`config.mk`:
```
export PLATFORM = sky130hd
export DESIGN_NAME = fsm_mealy_stim_driver
export DESIGN_NICKNAME = d
export VERILOG_FILES = /design/src/rtl/fsm_mealy_stim_driver_pkg.sv /design/src/rtl/fsm_mealy_model.sv /design/src/rtl/fsm_mealy_stim_driver.sv
export SDC_FILE = /design/constraint.sdc
export NUM_CORES = 1
export LEC_CHECK = 0
export CORE_AREA = 2 2 39 41
export CTS_CLUSTER_DIAMETER = 200
export CTS_CLUSTER_SIZE = 28
export DETAILED_ROUTE_END_ITERATION = 12
export DIE_AREA = 0 0 41 43
export PLACE_DENSITY = 0.69
export SKIP_LAST_GASP = 1
export SYNTH_ARGS = -nofsm -noshare
export SYNTH_HDL_FRONTEND = slang
export SYNTH_HIERARCHICAL = 1
export SYNTH_SLANG_ARGS = --single-unit
```
`constraint.sdc`:
```
create_clock -name clk -period 1.29 [get_ports clk]
set_input_delay 0.258 -clock clk [delete_from_list [all_inputs] [get_ports clk]]
set_output_delay 0.258 -clock clk [all_outputs]
set_load 0.03 [all_outputs]
```
`src/rtl/fsm_mealy_stim_driver_pkg.sv`:
```
// Shared encodings and transition function for the 4-state Mealy FSM and its stimulus driver.
// Pure types and functions; no timing or flow control lives here.
package fsm_mealy_stim_driver_pkg;

  typedef enum logic [1:0] {S0 = 2'd0, S1 = 2'd1, S2 = 2'd2, S3 = 2'd3} ystate_t;
  typedef enum logic {IDLE = 1'b0, DRIVE = 1'b1} ctrl_t;

  function automatic ystate_t mealy_next(input ystate_t y, input logic a);
    ystate_t n;
    case (y)
      S0:      n = a ? S3 : S0;
      S1:      n = a ? S0 : S1;
      S2:      n = a ? S1 : S2;
      default: n = a ? S1 : S2;
    endcase
    return n;
  endfunction

  // Only s3 has a choice: drop straight to s2, or go through s1 toward s0/s1/s3.
  function automatic logic hop_bit(input ystate_t y, input ystate_t target);
    return (y == S3) ? (target != S2) : 1'b1;
  endfunction

endpackage

```
`src/rtl/fsm_mealy_model.sv`:
```
// Tracked copy of the downstream Mealy FSM: state register plus combinational Z.
// State advances every clock edge from a_i; Z follows a_i with zero latency; no flow control.
module fsm_mealy_model
  import fsm_mealy_stim_driver_pkg::*;
(
  input  logic       clk,
  input  logic       rst,
  input  logic       a_i,
  output logic [1:0] y_o,
  output logic       z_o
);

  ystate_t y_q;

  always_ff @(posedge clk or negedge rst) begin
    if (!rst) y_q <= S0;
    else      y_q <= mealy_next(y_q, a_i);
  end

  assign y_o = y_q;
  assign z_o = a_i && ((y_q == S0) || (y_q == S1));

endmodule

```
`src/rtl/fsm_mealy_stim_driver.sv`:
```
// Drives serial bit A so the downstream Mealy FSM reaches a requested state, pulsing done on arrival.
// done in cycle k+1 after accept (k <= 3 hops); req_ready low while busy, requests are dropped, not queued.
module fsm_mealy_stim_driver
  import fsm_mealy_stim_driver_pkg::*;
#(
  parameter logic        HOLD_A   = 1'b0,
  parameter int unsigned MAX_HOPS = 3
) (
  input  logic       clk,
  input  logic       rst,
  input  logic       req_valid,
  input  logic [1:0] req_target,
  output logic       req_ready,
  output logic       A,
  output logic [1:0] y_model,
  output logic       Z_model,
  output logic       busy,
  output logic       done,
  output logic [1:0] steps
);

  localparam logic [1:0] MAX_Q = 2'(MAX_HOPS);

  ctrl_t      state_q,  state_d;
  ystate_t    target_q, target_d;
  logic [1:0] steps_q,  steps_d;
  logic [1:0] y_w;

  fsm_mealy_model u_model (
    .clk (clk),
    .rst (rst),
    .a_i (A),
    .y_o (y_w),
    .z_o (Z_model)
  );

  always_ff @(posedge clk or negedge rst) begin
    if (!rst) begin
      state_q  <= IDLE;
      target_q <= S0;
      steps_q  <= 2'd0;
    end else begin
      state_q  <= state_d;
      target_q <= target_d;
      steps_q  <= steps_d;
    end
  end

  always_comb begin
    state_d   = state_q;
    target_d  = target_q;
    steps_d   = steps_q;
    A         = HOLD_A;
    req_ready = 1'b0;
    busy      = 1'b0;
    done      = 1'b0;
    case (state_q)
      IDLE: begin
        req_ready = 1'b1;
        if (req_valid) begin
          state_d  = DRIVE;
          target_d = ystate_t'(req_target);
          steps_d  = 2'd0;
        end
      end
      default: begin
        busy = 1'b1;
        if (y_w == target_q) begin
          done    = 1'b1;
          state_d = IDLE;
        end else begin
          A = hop_bit(ystate_t'(y_w), target_q);
          if (steps_q != MAX_Q) steps_d = steps_q + 2'd1;
        end
      end
    endcase
  end

  assign y_model = y_w;
  assign steps   = steps_q;

endmodule

```
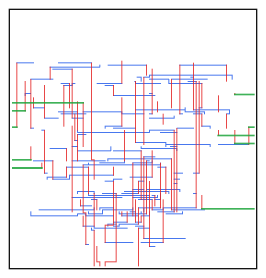
*Metal layers overlaid, run 1*
(6 px per µm)
[metal 1] blue | wire length: 458 µm
[metal 3] green | wire length: 43.8 µm
[metal 2] red | wire length: 449 µm

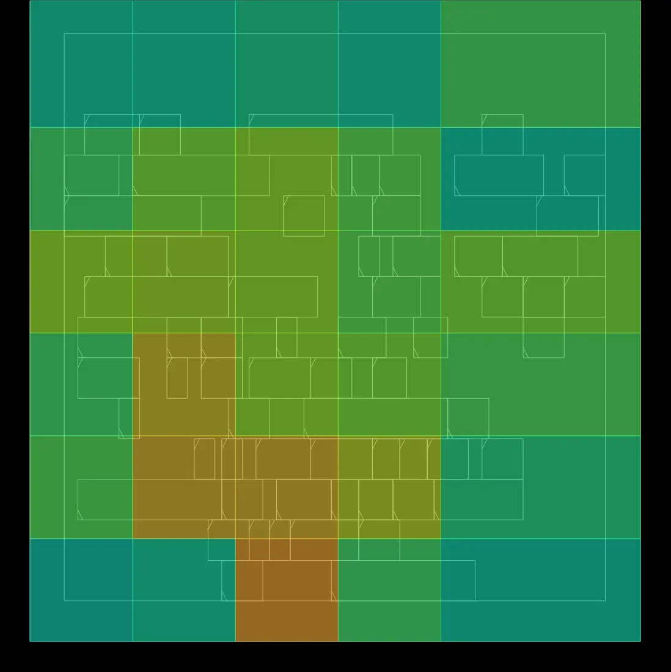
*Routing congestion, run 1*
WL per Instance: 11.6 µm
met3 usage: 3.14%
met1 Use GR: 17.6%
met2 GRT Util: 17.8%

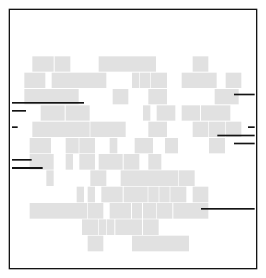
*The metal 3 layer, run 1*
(6 px per µm)
wire length on this layer: 43.8 µm
main direction: horizontal
nets with wire on the layer: 10
share of all routed wire: 4.6%
Vias: 371
Routed WL: 950 µm

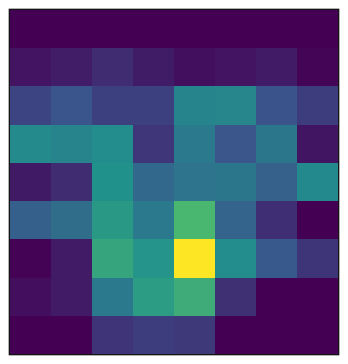
*Wiring heat map, run 1*
(8 px per µm) 8 x 9 tiles, from dark purple (low) to yellow (high), scaled to the fullest tile. Values are wire area over tile area, all layers added.
tiles over half the peak: 11%
mean over tiles: 0.083
fullest tile: 0.37
nearly empty tiles: 25%
densest ninth of the die: bottom middle

==> out/metrics.cfg, run 1 <==
[cts]
cts_resized=4
numCtsBuffers=3
cts.sinks=7
cts_setup_buffers=1
cts_hold_buf=0
root_buffer=clkbuf_4

[cells_and_area]
combGateArea_um2=256
areaGrowthSynthToFinish_pct=70.6
logic_gates=31
signal_buffer_area_fraction_pct=27.1
signal_buffers=22

[synthesis]
yosys.area_share.adder_pct=3.16
synth.most_common_cell=dfrtp_1
top_area_share_pct=44.3
async_flop_share_pct=100
yosysUniqueCellTypes=22
yosys_cells=40
syn_inst=40
synth_seq_share_pct=44.3
mux_share_pct=5.70
synthesis.nets=46
top_logic_kind=simple AND/OR/NAND/NOR gates
ys_sh_simple_pct=24.7
avgSynthCellArea_um2=9.88

[timing]
fin_ws_ps=-359
finalSetupViolations=7
maxSlewHeadroom_pct=78.0
rsz0062_at_grt=true
period_needed_ps=1650
finClkSkew_ps=5.91

[worst_setup_path]
cp-start-kind=flop
worst-endpoint-arrival_ps=1390
crit_required_ps=1030
r2r_setup_slack_ps=-210
critPathCapture=Z_model
crit_slowest_cell=dfrtp_2

[drt]
wl_met3_um=43
met1_length_um=457
viasPerCell=4.52
route.met2.wl_um=448
drt_iter0_markers=0
antenna_left=0

[placement]
place.gp.congestion=0.743
io_buffers=13
dpl_cell_area_um2=614
hpwl_um=757

[run]
warnings=29
drv_cap=0

[status]
violations=negative setup slack
status=complete, but fails checks

[global_routing]
grt-busiest-layer=met2
antenna_found_initial=0
grt_pass1_vias=389

### Clock distribution, run 1

(8 px per µm)
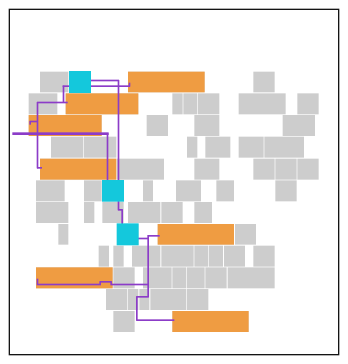

==> run 2: changes to the inputs <==
--- a/config.mk
+++ b/config.mk
@@ -10,7 +10,7 @@
 export CTS_CLUSTER_SIZE = 28
 export DETAILED_ROUTE_END_ITERATION = 12
 export DIE_AREA = 0 0 41 43
-export PLACE_DENSITY = 0.69
+export PLACE_DENSITY = 0.67
 export SKIP_LAST_GASP = 1
 export SYNTH_ARGS = -nofsm -noshare
 export SYNTH_HDL_FRONTEND = slang
==> constraint.sdc (replaced) <==
create_clock -name clk -period 1.9 [get_ports clk]
set_input_delay 0.38 -clock clk [delete_from_list [all_inputs] [get_ports clk]]
set_output_delay 0.38 -clock clk [all_outputs]
set_load 0.03 [all_outputs]
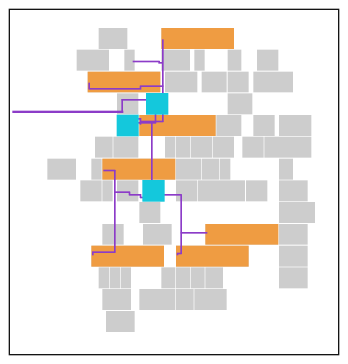
*Clock distribution, run 2*
(8 px per µm)
[flip-flops] orange | count: 7
[clock drivers] cyan | count: 3
[clock wires] purple | length: 96.5 µm
routed clock nets: 4
worst clock skew: 0.293 ps

==> out/metrics.cfg, run 2 <==
[cells_and_area]
signal_buffers=22
signal_buffer_area_fraction_pct=29.1
logic_gates=31
flops=7
seq_share_pct=26.5
combGateArea_um2=241
areaGrowthSynthToFinish_pct=68.4
n_fill_cell=141

[global_routing]
use_met2_pct=23.1
grt-busiest-layer=met2
grtUsageMet1_pct=15.2
antenna_found_initial=0
grtUsageMet3_pct=3.14
grt_pass1_vias=404

[timing]
maxSlewHeadroom_pct=79.0
period_needed_ps=1820
finalSetupViolations=0
rsz0062_at_grt=false
fin_crit_sh_pct=95.7
fin_ws_ps=81.0

[synthesis]
mux_share_pct=5.70
top_area_share_pct=44.3
synthFlopType=dfrtp_1
top_logic_kind=simple AND/OR/NAND/NOR gates
async_flop_share_pct=100
yosysUniqueCellTypes=22
ys_sh_simple_pct=24.7
yosys_cells=40
syn_inst=40
synth_seq_share_pct=44.3
synth.most_common_cell=dfrtp_1
yosys.area_share.adder_pct=3.16
avgSynthCellArea_um2=9.88

[die]
io_pins=14

[worst_setup_path]
critPathCapture=Z_model
worst-endpoint-arrival_ps=1440
crit_required_ps=1520
crit_slowest_cell=dfrtp_2
r2r_setup_slack_ps=360
cp-start-kind=flop

[drt]
wl_per_cell_um=10.7
wirelength_um=878
drt_iter0_markers=5
met1_length_um=391
vias=375
viasPerCell=4.57
antenna_left=0
wl_met3_um=48
route.met2.wl_um=438

[cts]
numCtsBuffers=3
cts_setup_buffers=0
cts_hold_buf=0
cts.sinks=7
cts_resized=12
root_buffer=clkbuf_4

[status]
status=completed

[placement]
hpwl_um=745
io_buffers=13
place.gp.congestion=0.764
dpl_cell_area_um2=631

[run]
warnings=27
drv_cap=0

